$ cat src/rtl/binary_dispatcher_pkg.sv
// Shared defaults and helpers for the dispatcher return path; the default widths
// match those of binary_aggregator so the two blocks line up without overrides.
package binary_dispatcher_pkg;

    localparam int DEF_CANDIDATE_CNT = 5;
    localparam int DEF_KEY_WIDTH     = 6;
    localparam int DEF_DATA_WIDTH    = 16;
    localparam int DEF_DEST_WIDTH    = 3;
    localparam int DEF_CNT_WIDTH     = 8;

    // A slot can take a new item when empty or when being drained this cycle.
    function automatic logic slot_free(input logic vld, input logic rdy);
        return (!vld) || rdy;
    endfunction

endpackage

$ cat src/rtl/binary_dispatcher_slot.sv
// One-entry registered output slot with valid/ready handshake; contents stay
// stable while valid and not drained, and a drain and refill may share a cycle.
module dispatcher_slot
    import binary_dispatcher_pkg::*;
#(
    parameter int KEY_WIDTH  = DEF_KEY_WIDTH,
    parameter int DATA_WIDTH = DEF_DATA_WIDTH
) (
    input  logic                  clk,
    input  logic                  rst_n,
    input  logic                  wr_en,
    input  logic [KEY_WIDTH-1:0]  wr_key,
    input  logic [DATA_WIDTH-1:0] wr_data,
    input  logic                  out_rdy,
    output logic                  out_vld,
    output logic [KEY_WIDTH-1:0]  out_key,
    output logic [DATA_WIDTH-1:0] out_data,
    output logic                  free
);

    logic                  vld_r;
    logic [KEY_WIDTH-1:0]  key_r;
    logic [DATA_WIDTH-1:0] data_r;

    // Slot occupancy and payload; a write wins over a drain so the slot stays valid.
    always_ff @(posedge clk or negedge rst_n) begin
        if (!rst_n) begin
            vld_r  <= 1'b0;
            key_r  <= '0;
            data_r <= '0;
        end else if (wr_en) begin
            vld_r  <= 1'b1;
            key_r  <= wr_key;
            data_r <= wr_data;
        end else if (vld_r && out_rdy) begin
            vld_r  <= 1'b0;
        end
    end

    assign out_vld  = vld_r;
    assign out_key  = key_r;
    assign out_data = data_r;
    assign free     = slot_free(vld_r, out_rdy);

endmodule

$ cat src/rtl/binary_dispatcher.sv
// Routes one keyed item per cycle to a single destination slot or to all slots
// on broadcast; items with an out-of-range destination are consumed and counted.
module binary_dispatcher
    import binary_dispatcher_pkg::*;
#(
    parameter int CANDIDATE_CNT = DEF_CANDIDATE_CNT,
    parameter int KEY_WIDTH     = DEF_KEY_WIDTH,
    parameter int DATA_WIDTH    = DEF_DATA_WIDTH,
    parameter int DEST_WIDTH    = DEF_DEST_WIDTH,
    parameter int CNT_WIDTH     = DEF_CNT_WIDTH
) (
    input  logic                            clk,
    input  logic                            rst_n,
    input  logic                            in_vld,
    output logic                            in_rdy,
    input  logic                            in_bcast,
    input  logic [DEST_WIDTH-1:0]           in_dest,
    input  logic [KEY_WIDTH-1:0]            in_key,
    input  logic [DATA_WIDTH-1:0]           in_data,
    output logic [CANDIDATE_CNT-1:0]        out_vld,
    input  logic [CANDIDATE_CNT-1:0]        out_rdy,
    output logic [CANDIDATE_CNT*KEY_WIDTH-1:0]  out_key,
    output logic [CANDIDATE_CNT*DATA_WIDTH-1:0] out_data,
    output logic                            drop_pulse,
    output logic [CNT_WIDTH-1:0]            drop_cnt
);

    logic [CANDIDATE_CNT-1:0] dest_hot_s;
    logic [CANDIDATE_CNT-1:0] free_s;
    logic [CANDIDATE_CNT-1:0] wr_en_s;
    logic                     dest_ok_s;
    logic                     rdy_s;
    logic                     drop_s;
    logic                     drop_pulse_r;
    logic [CNT_WIDTH-1:0]     drop_cnt_r;

    // Destination index to one-hot; an out-of-range index yields all zeros.
    always_comb begin
        dest_hot_s = '0;
        for (int i = 0; i < CANDIDATE_CNT; i++) begin
            if (in_dest == DEST_WIDTH'(i)) begin
                dest_hot_s[i] = 1'b1;
            end else begin
                dest_hot_s[i] = 1'b0;
            end
        end
    end

    assign dest_ok_s = |dest_hot_s;

    // Ready and write-enable decode; ready never looks at in_vld.
    always_comb begin
        rdy_s   = 1'b1;
        wr_en_s = '0;
        drop_s  = 1'b0;
        if (in_bcast) begin
            rdy_s = &free_s;
            if (in_vld && rdy_s) begin
                wr_en_s = '1;
            end else begin
                wr_en_s = '0;
            end
        end else if (dest_ok_s) begin
            rdy_s = |(dest_hot_s & free_s);
            if (in_vld && rdy_s) begin
                wr_en_s = dest_hot_s;
            end else begin
                wr_en_s = '0;
            end
        end else begin
            rdy_s  = 1'b1;
            drop_s = in_vld;
        end
    end

    assign in_rdy = rdy_s;

    genvar g;
    generate
        for (g = 0; g < CANDIDATE_CNT; g++) begin : g_slot
            dispatcher_slot #(
                .KEY_WIDTH  (KEY_WIDTH),
                .DATA_WIDTH (DATA_WIDTH)
            ) u_slot (
                .clk      (clk),
                .rst_n    (rst_n),
                .wr_en    (wr_en_s[g]),
                .wr_key   (in_key),
                .wr_data  (in_data),
                .out_rdy  (out_rdy[g]),
                .out_vld  (out_vld[g]),
                .out_key  (out_key[g*KEY_WIDTH +: KEY_WIDTH]),
                .out_data (out_data[g*DATA_WIDTH +: DATA_WIDTH]),
                .free     (free_s[g])
            );
        end
    endgenerate

    // Drop pulse and saturating drop counter.
    always_ff @(posedge clk or negedge rst_n) begin
        if (!rst_n) begin
            drop_pulse_r <= 1'b0;
            drop_cnt_r   <= '0;
        end else begin
            drop_pulse_r <= drop_s;
            if (drop_s && (drop_cnt_r != {CNT_WIDTH{1'b1}})) begin
                drop_cnt_r <= drop_cnt_r + CNT_WIDTH'(1);
            end
        end
    end

    assign drop_pulse = drop_pulse_r;
    assign drop_cnt   = drop_cnt_r;

endmodule

$ cat config.mk
export PLATFORM = sky130hd
export DESIGN_NAME = binary_dispatcher
export DESIGN_NICKNAME = d
export VERILOG_FILES = /design/src/rtl/binary_dispatcher_pkg.sv /design/src/rtl/binary_dispatcher_slot.sv /design/src/rtl/binary_dispatcher.sv
export SDC_FILE = /design/constraint.sdc
export NUM_CORES = 1
export LEC_CHECK = 0
export CORE_ASPECT_RATIO = 2
export CORE_MARGIN = 2
export CORE_UTILIZATION = 35
export CTS_BUF_LIST = sky130_fd_sc_hd__clkbuf_16
export DETAILED_ROUTE_END_ITERATION = 8
export PLACE_DENSITY = 0.71
export SYNTH_ARGS = -nofsm -noshare
export SYNTH_HDL_FRONTEND = slang
export SYNTH_HIERARCHICAL = 1
export SYNTH_SLANG_ARGS = --single-unit
$ cat constraint.sdc
create_clock -name clk -period 2.8 [get_ports clk]
set_input_delay 0.56 -clock clk [delete_from_list [all_inputs] [get_ports clk]]
set_output_delay 0.56 -clock clk [all_outputs]
set_load 0.02 [all_outputs]
**Sequential cells coloured by netlist name**

Other sequential cells in the stronger grey, the rest of the logic in the fainter grey.
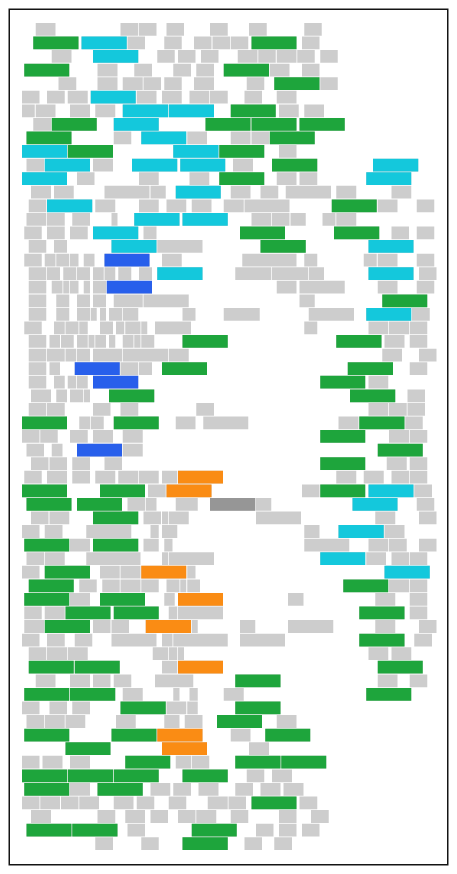
[blue] g_slot.u_slot/out_vld | sequential cells: 5 | where: left middle
[cyan] g_slot.u_slot/out_key | sequential cells: 30
[orange] drop_cnt | sequential cells: 8
[green] g_slot.u_slot/out_data | sequential cells: 80 | where: widely spread
not coloured: 1

**Congestion heat map**

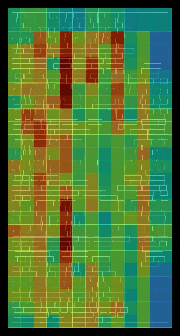
drt wl/cell: 17.9 µm
M3 GR Usage: 6.61%
global route hottest layer: met2
grt met1 use: 19.3%
All-Layer GR Usage: 18.0%

==> notes.md <==
flow finished, numbers: ant diodes=0, Finished Layout Cells=707, vias in the first global route=3,705, flip-flops with a built-in enable=0, count leader, synth=dfrtp_1, Min-Delay Path Class=input pin to asynchronous set/reset pin, crit path launch type=input pin, Clock transition at path regs=60 ps, Nets=540, number of clock buffers in the layout=17, arrival time at the worst endpoint=2080 ps, combinational share of cell area=22.5%, Commonest flop=dfrtp_1, RD Place Congestion=0.853, pin count of the biggest net entering global routing=65, max_cap viols=0, clk root buf=clkbuf_16, pin slew with the least headroom to its limit=520 ps, Simple Share, Synth=5.86%, Die ar.=0.0150 mm², leakage power=3.13 nW, CP bufs+invs=3, num ports=159, design area=0.00747 mm², CP top delay family=buffers and inverters, Largest cell class=sequential cells, Area Overhead vs Synth=52.8%, CP peak stage delay=460 ps, Seq share, synth=63.5%, Unique cell types=30, worst-path fanout max=5, mux frac, synth=25.8%, yosys aoi share=1.43%, sequential cell count=124, average size of a mapped cell=15.7 µm², synth cell count leaders=124 x dfrtp_1, 111 x mux2_2, 13 x nand2b_1, clk tree area frac=8.22%, Late-Pin Clk Latency=410 ps, Cell Rows=61, yosys cell count=312, Seq. cell area=0.00310 mm², Clock Sinks=124, comb area leader=multiplexers, Post-CTS Setup Bufs=0, first-pass GRT wire length=20,100 µm, period utilization=94.4%, area reported by Yosys stat=0.00489 mm², Fin Setup TNS=0 ps, layout cells sized above 1=34.2%, Synthesized registers=124, Die Wd=87.6 µm, Async SR Flop Fraction=100%, initial antenna violation count=0, antenna viol nets, final=0, flop share of the area=41.5%, Post-DP Area=0.00686 mm², Worst IR Drop VDD=607 µV, slowest CP cell=clkdlybuf4s50_1, tool warning count=26, top cell type's share of synthesized area=63.5%, via count=3,312, status=finished clean, Worst Setup Path Type=input pin to output pin, Synth Net Count=347
**I/O pins on the die edge**

Pins as bars across the die edge, other pins in grey.
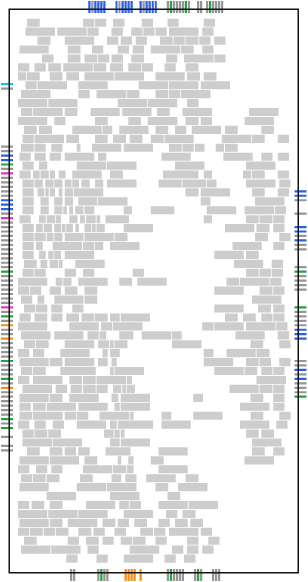
[cyan] clk | pins: 1 | direction: input | edge: left
[blue] out_key | pins: 30 | direction: output | edge: 15 top, 10 right, 5 left
[green] in_data | pins: 16 | direction: input | edge: 7 left, 3 top, 3 bottom, 3 right
[orange] drop_cnt | pins: 8 | direction: output | edge: 5 bottom, 3 left
[magenta] in_dest | pins: 3 | direction: input | edge: left
all pins by edge: 69 left, 34 top, 33 right, 23 bottom

**Wiring by layer**

Bar = 20 µm.
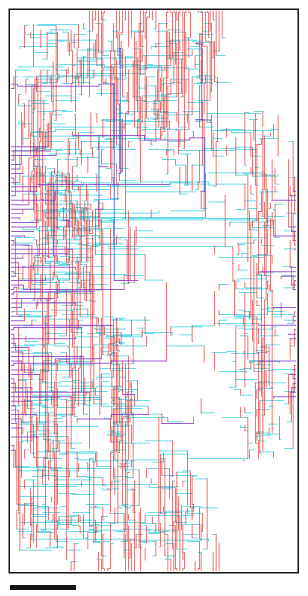
[blue] met4 | wire length: 182 µm
[purple] met3 | wire length: 841 µm
[red] met2 | wire length: 6,990 µm
[cyan] met1 | wire length: 4,660 µm

[final timing paths]
| path | startpoint | to | slack (ps) | cells after the start |
|---|---|---|---|---|
| worst max-delay path | in_dest[0] | in_rdy | 160 | 7 |
| worst min-delay path | rst_n | g_slot[2].u_slot/out_data[7] | 120 | 1 |
| worst max register to register | g_slot[4].u_slot/out_vld | g_slot[2].u_slot/out_data[2] | 750 | 8 |
| worst min register to register | g_slot[0].u_slot/out_key[4] | g_slot[0].u_slot/out_key[4] | 500 | 1 |
| max in group asynchronous | rst_n | g_slot[0].u_slot/out_data[14] | 1950 | 2 |
| min in group clk | g_slot[0].u_slot/out_key[4] | g_slot[0].u_slot/out_key[4] | 500 | 1 |
[layout by cell type, fill, tap and decap left out, types with 2 or more instances in the layout]
cell,netlist,layout
nand2b_1,13,13
nor2_1,3,3
clkbuf_16,0,17
inv_6,0,5
bufinv_16,0,3
xor2_1,3,3
nand4_1,4,4
nand3b_1,2,2
clkinv_4,0,5
a21oi_1,2,2
nor3_1,3,3
o21a_1,2,2
mux2_2,111,111
nand2_1,11,11
a211oi_1,2,2
dfrtp_1,124,124
buf_4,0,24
clkdlybuf4s50_1,0,156
inv_1,1,2
nand3_1,4,4
buf_12,0,4
[state kept, by name, summed over array words and instances, names as in the netlist]
register	count
drop_cnt	8
g_slot.u_slot/out_vld	5
drop_pulse	1
g_slot.u_slot/out_data	80
g_slot.u_slot/out_key	30
[report_power, final]
part	internal [mW]	leakage [nW]	switching, mW
Combinational	1.80	1.35	1.60
Sequential	2.48	1.47	0.410
Clock	1.42	0.301	0.847
[per-layer routing]
layer	up-vias	GRT usage [%]	part of all wire (%)
met3	13	6.61	6.6
li1	1505	-	-
met2	128	31.3	55
met5	-	0	0
met1	1666	19.3	37
met4	0	7.22	1.4
Power is estimated from default activity; no workload was simulated.
